Fig. 1: run 1, placed standard cells
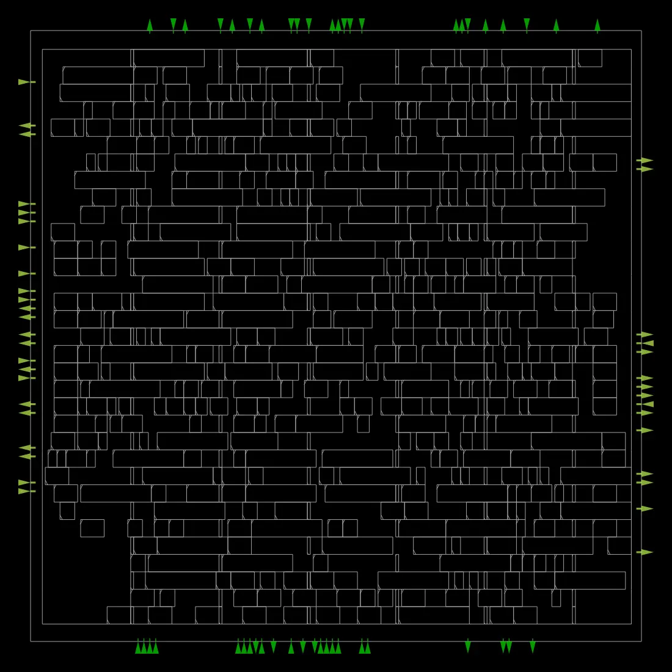
Fig. 2: run 1, cell sizes after repair
Drawn at 4 px/um.
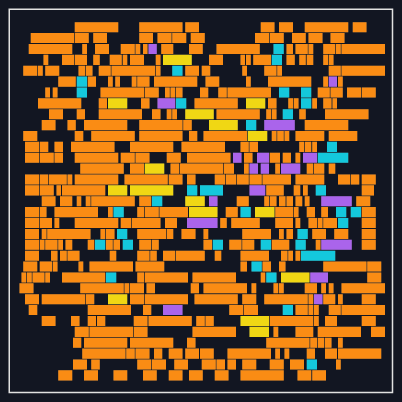
Fig. 3: run 1, cells colored by class
Drawn at 4 px/um.
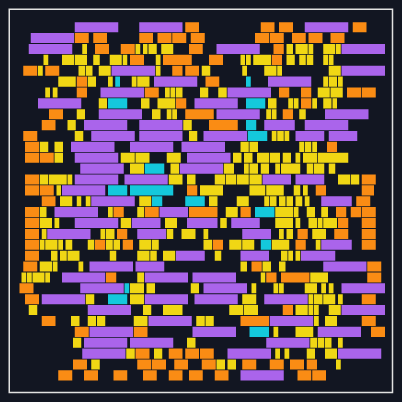
<file path="src/rtl/debug_capture_arbiter_pkg.sv">
// Shared constants and types for the debug capture arbiter.
package debug_capture_pkg;

    localparam int NUM_SRC_DEF    = 4;
    localparam int ID_W_DEF       = 2;
    localparam int DROP_CNT_W_DEF = 8;
    localparam int TS_W           = 16;

    typedef enum logic {
        IDLE = 1'b0,
        SEND = 1'b1
    } arb_state_t;

endpackage

</file>
<file path="src/rtl/debug_capture_arbiter_if.sv">
// Debug output channel: valid/ready byte handshake tagged with source ID.
// Carries out_timestamp only when DEBUG_CAPTURE_TIMESTAMP_EN is defined.
interface debug_capture_arbiter_if
    import debug_capture_pkg::*;
#(
    parameter int ID_W = ID_W_DEF
);
    logic            out_valid;
    logic            out_ready;
    logic [7:0]      out_data;
    logic [ID_W-1:0] out_src;
`ifdef DEBUG_CAPTURE_TIMESTAMP_EN
    logic [TS_W-1:0] out_timestamp;

    modport master (output out_valid, output out_data, output out_src,
                    output out_timestamp, input out_ready);
    modport slave  (input out_valid, input out_data, input out_src,
                    input out_timestamp, output out_ready);
`else
    modport master (output out_valid, output out_data, output out_src,
                    input out_ready);
    modport slave  (input out_valid, input out_data, input out_src,
                    output out_ready);
`endif
endinterface

</file>
<file path="src/rtl/debug_capture_arbiter_rr_picker.sv">
// Combinational round-robin picker: first pending index at or after ptr, wrapping.
module debug_rr_picker
    import debug_capture_pkg::*;
#(
    parameter int NUM_SRC = NUM_SRC_DEF,
    parameter int ID_W    = ID_W_DEF
)(
    input  logic [NUM_SRC-1:0] pending,
    input  logic [ID_W-1:0]    ptr,
    output logic               any_req,
    output logic [ID_W-1:0]    winner
);

    logic [ID_W:0] idx;

    always_comb begin
        any_req = 1'b0;
        winner  = '0;
        idx     = '0;
        for (int k = 0; k < NUM_SRC; k++) begin
            idx = {1'b0, ptr} + (ID_W+1)'(k);
            if (idx >= (ID_W+1)'(NUM_SRC)) begin
                idx = idx - (ID_W+1)'(NUM_SRC);
            end
            if (!any_req && pending[idx[ID_W-1:0]]) begin
                any_req = 1'b1;
                winner  = idx[ID_W-1:0];
            end
        end
    end

endmodule

</file>
<file path="src/rtl/debug_capture_arbiter.sv">
// Per-source one-entry capture registers feeding a round-robin debug output channel.
// Optional per-capture cycle stamps when DEBUG_CAPTURE_TIMESTAMP_EN is defined.
//
//   state | meaning
//   IDLE  | no byte offered; grants the next pending source when enabled
//   SEND  | out_valid=1, byte held stable until out_ready
module debug_capture_arbiter
    import debug_capture_pkg::*;
#(
    parameter int NUM_SRC    = NUM_SRC_DEF,
    parameter int ID_W       = ID_W_DEF,
    parameter int DROP_CNT_W = DROP_CNT_W_DEF
)(
    input  logic                           clock_50,
    input  logic                           reset,
    input  logic                           enable,
    input  logic [NUM_SRC-1:0]             src_strobe,
    input  logic [8*NUM_SRC-1:0]           src_data,
    debug_capture_arbiter_if.master        out_if,
    output logic                           busy,
    output logic [NUM_SRC*DROP_CNT_W-1:0]  drop_count
);

    arb_state_t            state_q;
    arb_state_t            state_nxt;
    logic                  grant;
    logic                  done;

    logic [NUM_SRC-1:0]    pending_q;
    logic [7:0]            hold_q [NUM_SRC];
    logic [DROP_CNT_W-1:0] drop_q [NUM_SRC];
    logic [NUM_SRC-1:0]    done_vec;
    logic [NUM_SRC-1:0]    cap_vec;
    logic [NUM_SRC-1:0]    drop_vec;

    logic [ID_W-1:0]       rr_ptr_q;
    logic [ID_W-1:0]       win_idx;
    logic                  any_req;
    logic [7:0]            data_q;
    logic [ID_W-1:0]       src_q;

    debug_rr_picker #(
        .NUM_SRC (NUM_SRC),
        .ID_W    (ID_W)
    ) u_picker (
        .pending (pending_q),
        .ptr     (rr_ptr_q),
        .any_req (any_req),
        .winner  (win_idx)
    );

    always_ff @(posedge clock_50) begin
        if (reset) begin
            state_q <= IDLE;
        end else begin
            state_q <= state_nxt;
        end
    end

    always_comb begin
        state_nxt = state_q;
        grant     = 1'b0;
        done      = 1'b0;
        case (state_q)
            IDLE: begin
                if (enable && any_req) begin
                    grant     = 1'b1;
                    state_nxt = SEND;
                end
            end
            SEND: begin
                if (out_if.out_ready) begin
                    done      = 1'b1;
                    state_nxt = IDLE;
                end
            end
            default: state_nxt = IDLE;
        endcase
    end

    // A strobe landing on the cycle its own byte leaves refills the slot instead of dropping.
    always_comb begin
        done_vec = '0;
        cap_vec  = '0;
        drop_vec = '0;
        for (int i = 0; i < NUM_SRC; i++) begin
            done_vec[i] = done && (src_q == ID_W'(i));
            cap_vec[i]  = src_strobe[i] && (!pending_q[i] || done_vec[i]);
            drop_vec[i] = src_strobe[i] && pending_q[i] && !done_vec[i];
        end
    end

    always_ff @(posedge clock_50) begin
        if (reset) begin
            pending_q <= '0;
            for (int i = 0; i < NUM_SRC; i++) begin
                hold_q[i] <= '0;
                drop_q[i] <= '0;
            end
        end else begin
            for (int i = 0; i < NUM_SRC; i++) begin
                if (cap_vec[i]) begin
                    hold_q[i]    <= src_data[8*i +: 8];
                    pending_q[i] <= 1'b1;
                end else if (done_vec[i]) begin
                    pending_q[i] <= 1'b0;
                end
                if (drop_vec[i] && (drop_q[i] != '1)) begin
                    drop_q[i] <= drop_q[i] + 1'b1;
                end
            end
        end
    end

    always_ff @(posedge clock_50) begin
        if (reset) begin
            data_q   <= '0;
            src_q    <= '0;
            rr_ptr_q <= '0;
        end else begin
            if (grant) begin
                data_q <= hold_q[win_idx];
                src_q  <= win_idx;
            end
            if (done) begin
                rr_ptr_q <= (src_q == ID_W'(NUM_SRC-1)) ? '0 : src_q + 1'b1;
            end
        end
    end

`ifdef DEBUG_CAPTURE_TIMESTAMP_EN
    logic [TS_W-1:0] ts_cnt_q;
    logic [TS_W-1:0] stamp_q [NUM_SRC];
    logic [TS_W-1:0] ts_out_q;

    always_ff @(posedge clock_50) begin
        if (reset) begin
            ts_cnt_q <= '0;
        end else begin
            ts_cnt_q <= ts_cnt_q + 1'b1;
        end
    end

    always_ff @(posedge clock_50) begin
        if (reset) begin
            ts_out_q <= '0;
            for (int i = 0; i < NUM_SRC; i++) begin
                stamp_q[i] <= '0;
            end
        end else begin
            for (int i = 0; i < NUM_SRC; i++) begin
                if (cap_vec[i]) begin
                    stamp_q[i] <= ts_cnt_q;
                end
            end
            if (grant) begin
                ts_out_q <= stamp_q[win_idx];
            end
        end
    end

    assign out_if.out_timestamp = ts_out_q;
`endif

    assign out_if.out_valid = (state_q == SEND);
    assign out_if.out_data  = data_q;
    assign out_if.out_src   = src_q;
    assign busy             = (|pending_q) || (state_q == SEND);

    for (genvar g = 0; g < NUM_SRC; g++) begin : g_drop
        assign drop_count[g*DROP_CNT_W +: DROP_CNT_W] = drop_q[g];
    end

endmodule
</file>
<file path="src/flat_wrapper.sv">
// flat-port wrapper written by rule: the top's interface ports become plain ports
module debug_capture_arbiter_flat import debug_capture_pkg::*;
#(
    parameter int NUM_SRC    = NUM_SRC_DEF,
    parameter int ID_W       = ID_W_DEF,
    parameter int DROP_CNT_W = DROP_CNT_W_DEF
)
  (clock_50, reset, enable, src_strobe, src_data, busy, drop_count, out_if_out_valid, out_if_out_data, out_if_out_src, out_if_out_ready);
  debug_capture_arbiter_if #(.ID_W(ID_W)) out_if_i ();
  input  logic clock_50;
  input  logic reset;
  input  logic enable;
  input  logic [NUM_SRC-1:0] src_strobe;
  input  logic [8*NUM_SRC-1:0] src_data;
  output logic busy;
  output logic [NUM_SRC*DROP_CNT_W-1:0] drop_count;
  output wire logic [$bits(out_if_i.out_valid)-1:0] out_if_out_valid;
  output wire logic [$bits(out_if_i.out_data)-1:0] out_if_out_data;
  output wire logic [$bits(out_if_i.out_src)-1:0] out_if_out_src;
  input wire logic [$bits(out_if_i.out_ready)-1:0] out_if_out_ready;
  assign out_if_out_valid = out_if_i.out_valid;
  assign out_if_out_data = out_if_i.out_data;
  assign out_if_out_src = out_if_i.out_src;
  assign out_if_i.out_ready = out_if_out_ready;
  debug_capture_arbiter #(.NUM_SRC(NUM_SRC), .ID_W(ID_W), .DROP_CNT_W(DROP_CNT_W)) u_core (.clock_50(clock_50), .reset(reset), .enable(enable), .src_strobe(src_strobe), .src_data(src_data), .out_if(out_if_i), .busy(busy), .drop_count(drop_count));
endmodule
</file>
<file path="config.mk">
export PLATFORM = sky130hd
export DESIGN_NAME = debug_capture_arbiter_flat
export DESIGN_NICKNAME = d
export VERILOG_FILES = /design/src/rtl/debug_capture_arbiter_pkg.sv /design/src/rtl/debug_capture_arbiter_if.sv /design/src/rtl/debug_capture_arbiter_rr_picker.sv /design/src/rtl/debug_capture_arbiter.sv /design/src/flat_wrapper.sv
export SDC_FILE = /design/constraint.sdc
export NUM_CORES = 1
export LEC_CHECK = 0
export CAP_MARGIN = 20
export CORE_MARGIN = 1.5
export CORE_UTILIZATION = 45
export DETAILED_ROUTE_END_ITERATION = 6
export PLACE_DENSITY_LB_ADDON = 0.08
export SLEW_MARGIN = 30
export SYNTH_ARGS = -nofsm -noshare
export SYNTH_HDL_FRONTEND = slang
export SYNTH_SLANG_ARGS = --single-unit
</file>
<file path="constraint.sdc">
create_clock -name clock_50 -period 1.8 [get_ports clock_50]
set_input_delay 0.36 -clock clock_50 [delete_from_list [all_inputs] [get_ports clock_50]]
set_output_delay 0.36 -clock clock_50 [all_outputs]
set_load 0.005 [all_outputs]
</file>
==> results_dict.tcl, run 1 <==
# flow metrics
set metrics [dict create \
    netlist_instances 338 \
    fin_skew_ns 0.00968 \
    edf_count 64 \
    synthToLayoutAreaGrowth_pct 38.7 \
    num_antenna_cells 0 \
    drive_above_1_share_pct 14.8 \
    ys_sh_xor_pct 5.47 \
    regToRegSetupSlack_ns 0.13 \
    grt-ovfl-total 0 \
    ys_types 36 \
    ys_seq_share_pct 58.9 \
    min_path_type "reg -> reg" \
    openroad.warnings 29 \
    combPwrFrac_pct 15.8 \
    avgRoutedWirePerCell_um 14.3 \
    place_ws_ns -0.359 \
    synth_flops 81 \
    pwr_density_cell_mw_per_mm2 791 \
    period_used_pct 96.0 \
    cpLargestDelayFamily "simple AND/OR/NAND/NOR gates" \
    path_buffers 1 \
    critPathSlowestCell "or3_1" \
    syn-num-nets 386 \
    worstSetupPathType "in -> reg" \
    hold_viol_final 0 \
    grt_pass1_vias 2803 \
    tightest_slew_ns 0.399 \
    initial_core_util_pct 46.5 \
    async_flop_share_pct 0 \
    clk_latency_ns 0.35 \
    crit_chain "clkdlybuf4s50_1 -> and2_1 -> a21boi_2 -> o21ai_1 -> or3_1 -> nor2_1" \
    num-nets-final 508 \
    vias_per_cell 5.05 \
    die_area_mm2 0.00910 \
    die_y_um 95.4 \
    mux_area_share_pct 4.17 \
    hold_end "u_core.out_if.out_data[3]" \
    highest_layer "met4" \
    pwr-share-clk_pct 30.8 \
    setup_violations 0 \
    switching_share_pct 24.5 \
    endpoint_kind "register" \
    fmax_ghz 0.579 \
    max_stage_delay_ns 0.45 \
    yosys_most_used_dff "edfxtp_1" \
    outcome "complete, no violations" \
    max_slew_margin_pct 73.4 \
    io_buffers 83 \
]
## Picture notes: Fig. 1
row count: 33
FILL cells: 709
Flops: 81
Finished Layout Cells: 570

## Picture notes: Fig. 2
- x2: purple (cells 18; share 3.9%; most used or2_2)
- x3 and x4: cyan (cells 35; share 7.5%; most used buf_4)
- x1 and smaller: orange (cells 396; share 85%; most used clkdlybuf4s50_1)
- x6 and larger: yellow (cells 16; share 3.4%; most used clkbuf_8)

## Picture notes: Fig. 3
- remaining buffers and delay cells: orange (cells 118; share of their area 22%)
- clock drivers and dummy loads: cyan (cells 16; share of their area 3.6%)
- remaining logic cells: yellow (cells 250; share of their area 30%)
- sequential cells: purple (cells 81; share of their area 44%)
fin area: 0.00533 mm^2
core area: 0.00826 mm^2
fin util: 64.6%
flop share of the area: 42.6%

## run 1: flip-flops by register name, summed over array words and instances (netlist names)
| signal | cells |
|---|---|
| u_core.drop_q | 32 |
| u_core.hold_q | 32 |
| u_core.out_if.out_data | 8 |
| u_core.pending_q | 4 |
| u_core.out_if.out_src | 2 |
| u_core.rr_ptr_q | 2 |
| u_core.out_if.out_valid | 1 |
## run 1: area by class of cell
class / count / area, um^2 / area share (%)
flip-flops and latches: 81 / 2270 / 42.6
multi-input cells: 241 / 1540 / 28.9
repair buffers: 118 / 1170 / 21.9
clock buffers: 11 / 131 / 2.46
well taps: 105 / 131 / 2.46
clock inverters: 5 / 56.3 / 1.06
inverters: 9 / 33.8 / 0.634
## run 1: per-stage QoR
step,power (mW),setup TNS [ns],std cells,instance area (um^2)
final,4.22,0,570,5330
after floorplan,2.55,0,338,3840
after global routing,4.39,-0.0518,570,5330
after CTS,4.24,0,569,5300
after detailed placement,2.95,-18.52,552,5080
after global placement,2.94,-14.02,552,5080
## run 1: worst max-delay path by stage
stage,end,slack (ns)
after floorplan,u_core.hold_q[3][0],0.1
after global placement,u_core.drop_q[0][26],-0.26
after detailed placement,u_core.drop_q[0][30],-0.36
after CTS,u_core.drop_q[0][30],0.02
after global routing,u_core.drop_q[0][30],-0.03
final,u_core.drop_q[0][30],0.07
## run 1: repair_timing
| action | 4_1_cts | 5_1_grt |
|---|---|---|
| pin swaps | 1 | 1 |
| endpoints found under the setup margin | 1 | 53 |
| hold endpoints to repair | 0 | 0 |
| buffers inserted | 1 | 1 |
| gates resized | 6 | 8 |
## run 1: cell usage in the layout, fill, tap and decap left out, drive strengths merged, types with 2 or more instances in the layout
master,Yosys,routed
dfxtp,17,17
nand2,28,28
nand3,27,27
inv,9,9
a211o,3,3
mux2i,16,16
o221ai,8,8
nand4,3,3
a21oi,9,9
clkbuf,4,11
or2,5,5
xnor2,9,9
nor2,46,46
o21a,2,2
o31ai,3,3
ha,8,8
o21ai,3,3
and2,33,33
nor3,3,3
nand2b,4,4
clkinvlp,0,3
a31oi,3,3
xor2,15,15
and3,7,7
clkdlybuf4s50,0,82
edfxtp,64,64
buf,3,35
## run 1: power groups by stage
stage	combinational (mW)	clock, mW	sequential, mW
finish	0.667	1.30	2.25
global route	0.732	1.39	2.27
CTS	0.667	1.32	2.25
detailed placement	0.659	0	2.29
global placement	0.650	0	2.29
floorplan	0.276	0	2.28
## run 1: cell usage after synthesis, types with 5 or more instances
library cell | n | area, um^2
or2_2 | 5 | 31.3
nand3_1 | 27 | 135
mux2i_1 | 16 | 160
nand2_1 | 28 | 105
and3_1 | 7 | 43.8
and2_1 | 33 | 206
ha_1 | 8 | 100
dfxtp_1 | 17 | 340
inv_1 | 9 | 33.8
a21oi_1 | 8 | 40.0
nor2_1 | 44 | 165
edfxtp_1 | 64 | 1920
xor2_1 | 15 | 131
o221ai_1 | 8 | 70.1
xnor2_1 | 9 | 78.8
## run 1: routing by layer
| metal | GRT usage, % | vias to the layer above |
|---|---|---|
| met5 | 0 | - |
| met4 | 7.72 | 0 |
| met3 | 3.35 | 10 |
| met2 | 30.7 | 66 |
| met1 | 26.1 | 1352 |
| li1 | - | 1450 |
Fig. 4: run 1, register map, names as in the netlist
Drawn at 4 px/um. Other sequential cells in the stronger gray, the rest of the logic in the fainter gray.
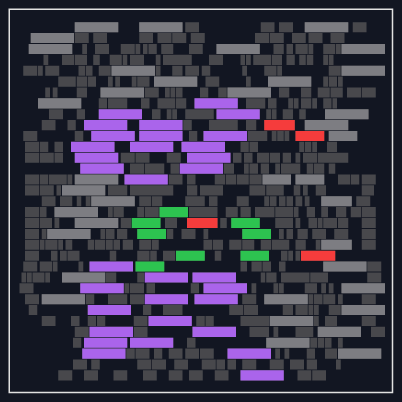

## Run 2: what changed since run 1
- REMOVE_ABC_BUFFERS: default -> 1
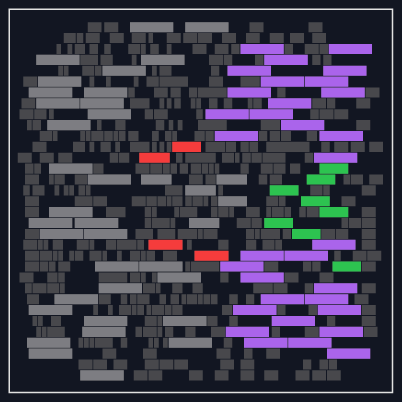
Fig. 5. Register map, names as in the netlist (run 2).
Drawn at 4 px/um. Other sequential cells in the stronger gray, the rest of the logic in the fainter gray.
- u_core.out_if.out_data: green (placed flops 8; where middle right)
- u_core.hold_q: purple (placed flops 32)
- u_core.pending_q: red (placed flops 4; where center)
- not colored: 37

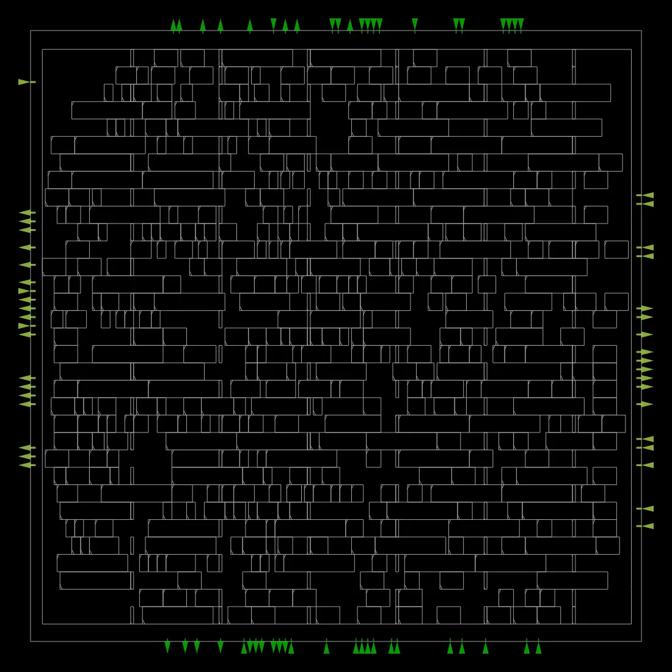
Fig. 6. Placed standard cells (run 2).
flop share of the area: 43.0%
FILL cells: 691
Finished Layout Cells: 568
inserted tap cell count: 105
fin util: 64.1%

==> results_dict.tcl, run 2 <==
# flow metrics
set metrics [dict create \
    outcome "complete, no violations" \
    cpLargestDelayFamily "buffers and inverters" \
    p_total_mw 4.17 \
    max_slew_margin_pct 73.1 \
    post-place-cells 550 \
    synth_top_cell_by_area "edfxtp_1" \
    top_cell "edfxtp_1" \
    ys_top_cells_by_count "edfxtp_1 (64), nor2_1 (44), and2_1 (33)" \
    min_path_type "reg -> reg" \
    tightest_slew_ns 0.403 \
    critPathSlowestCell "edfxtp_1" \
    grt-ovfl-total 0 \
    avgRoutedWirePerCell_um 14.5 \
    pwr_density_cell_mw_per_mm2 788 \
    place_area_mm2 0.00506 \
    regToRegSetupSlack_ns 0.10 \
    io_buffers 83 \
    die_area_mm2 0.00910 \
    synthToLayoutAreaGrowth_pct 37.8 \
    netlist_instances 338 \
    openroad.warnings 28 \
    num_rows 33 \
    worstSetupPathType "reg -> out" \
    ys_types 36 \
    initial_core_util_pct 46.5 \
    combPwrFrac_pct 15.5 \
    endpoint_kind "output pin" \
    num_antenna_cells 0 \
    max_stage_delay_ns 0.44 \
    mostFrequentLayoutCells "clkdlybuf4s50_1 (82), edfxtp_1 (64), nor2_1 (44)" \
    fin_skew_ns 0.0137 \
    async_flop_share_pct 0 \
    setup_violations 0 \
    drive_above_1_share_pct 14.5 \
    ys_sh_xor_pct 5.47 \
    switching_share_pct 24.2 \
    pwr-share-clk_pct 30.5 \
    top_cell_area_share_pct 50.0 \
    clk_latency_ns 0.34 \
    place_ws_ns -0.206 \
    edf_count 64 \
    final-comb-area_mm2 0.00153 \
]
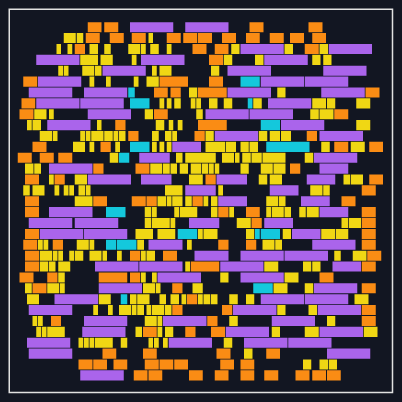
Fig. 7. Cells colored by class (run 2).
Drawn at 4 px/um.
- remaining buffers and delay cells: orange (cells 116; share of their area 22%)
- remaining logic cells: yellow (cells 250; share of their area 30%)
- sequential cells: purple (cells 81; share of their area 44%)
- clock drivers and dummy loads: cyan (cells 16; share of their area 3.6%)

-- run 2: timing repair --
action	in CTS	in global routing
pin swaps	1	1
hold buffers	0	0
endpoints found under the setup margin	1	34
gates resized	6	9
cloned	0	0
buffers inserted	0	2
-- run 2: final timing paths --
check / startpoint / cells after the start / endpoint
worst max-delay path: u_core.drop_q[0][17] / 2 / drop_count[17]
worst max register to register: u_core.drop_q[0][17] / 7 / u_core.drop_q[0][20]
worst min register to register: u_core.out_if.out_data[5] / 2 / u_core.out_if.out_data[5]
worst min-delay path: u_core.out_if.out_data[5] / 2 / u_core.out_if.out_data[5]
-- run 2: kinds of logic (layout without fill, tap and decap cells) --
group                      after synthesis  count (layout)
AOI/OAI and AO/OA                       34              34
xor gates and xnor gates                24              24
adders and majority gates                8               8
buffers and inverters                   16             141
DFF                                     81              81
muxes                                   16              16
and+or+nand+nor                        159             159
-- run 2: final cells by class --
type                    instances  share of cell area [%]
flip-flops and latches         81                    43.0
multi-input cells             241                    28.8
repair buffers                116                    21.5
well taps                     105                    2.48
clock buffers                  10                    2.41
clock inverters                 6                    1.11
inverters                       9                   0.638
-- run 2: power by group through the flow --
stage	Combinational (mW)	Sequential [mW]	Clock, mW
2_1_floorplan	0.257	2.28	0
3_3_place_gp	0.634	2.29	0
3_5_place_dp	0.643	2.29	0
4_1_cts	0.649	2.25	1.31
5_1_grt	0.712	2.27	1.39
6_report	0.647	2.25	1.28
-- run 2: routing by layer --
layer / track usage (%) / up-vias / share of wire [%]
met1: 25.3 / 1347 / 46
met4: 7.48 / 0 / 1.1
met2: 30.9 / 50 / 49
met5: 0 / - / 0
li1: - / 1442 / -
met3: 5.02 / 5 / 4.7
-- run 2: tightest hold or removal path, stage by stage (launching register included) --
cell and delay (ns):
dfxtp_1 0.33, nand3_1 0.06, o221ai_1 0.06
No activity file was given, so power comes from the tool's default toggle rates.
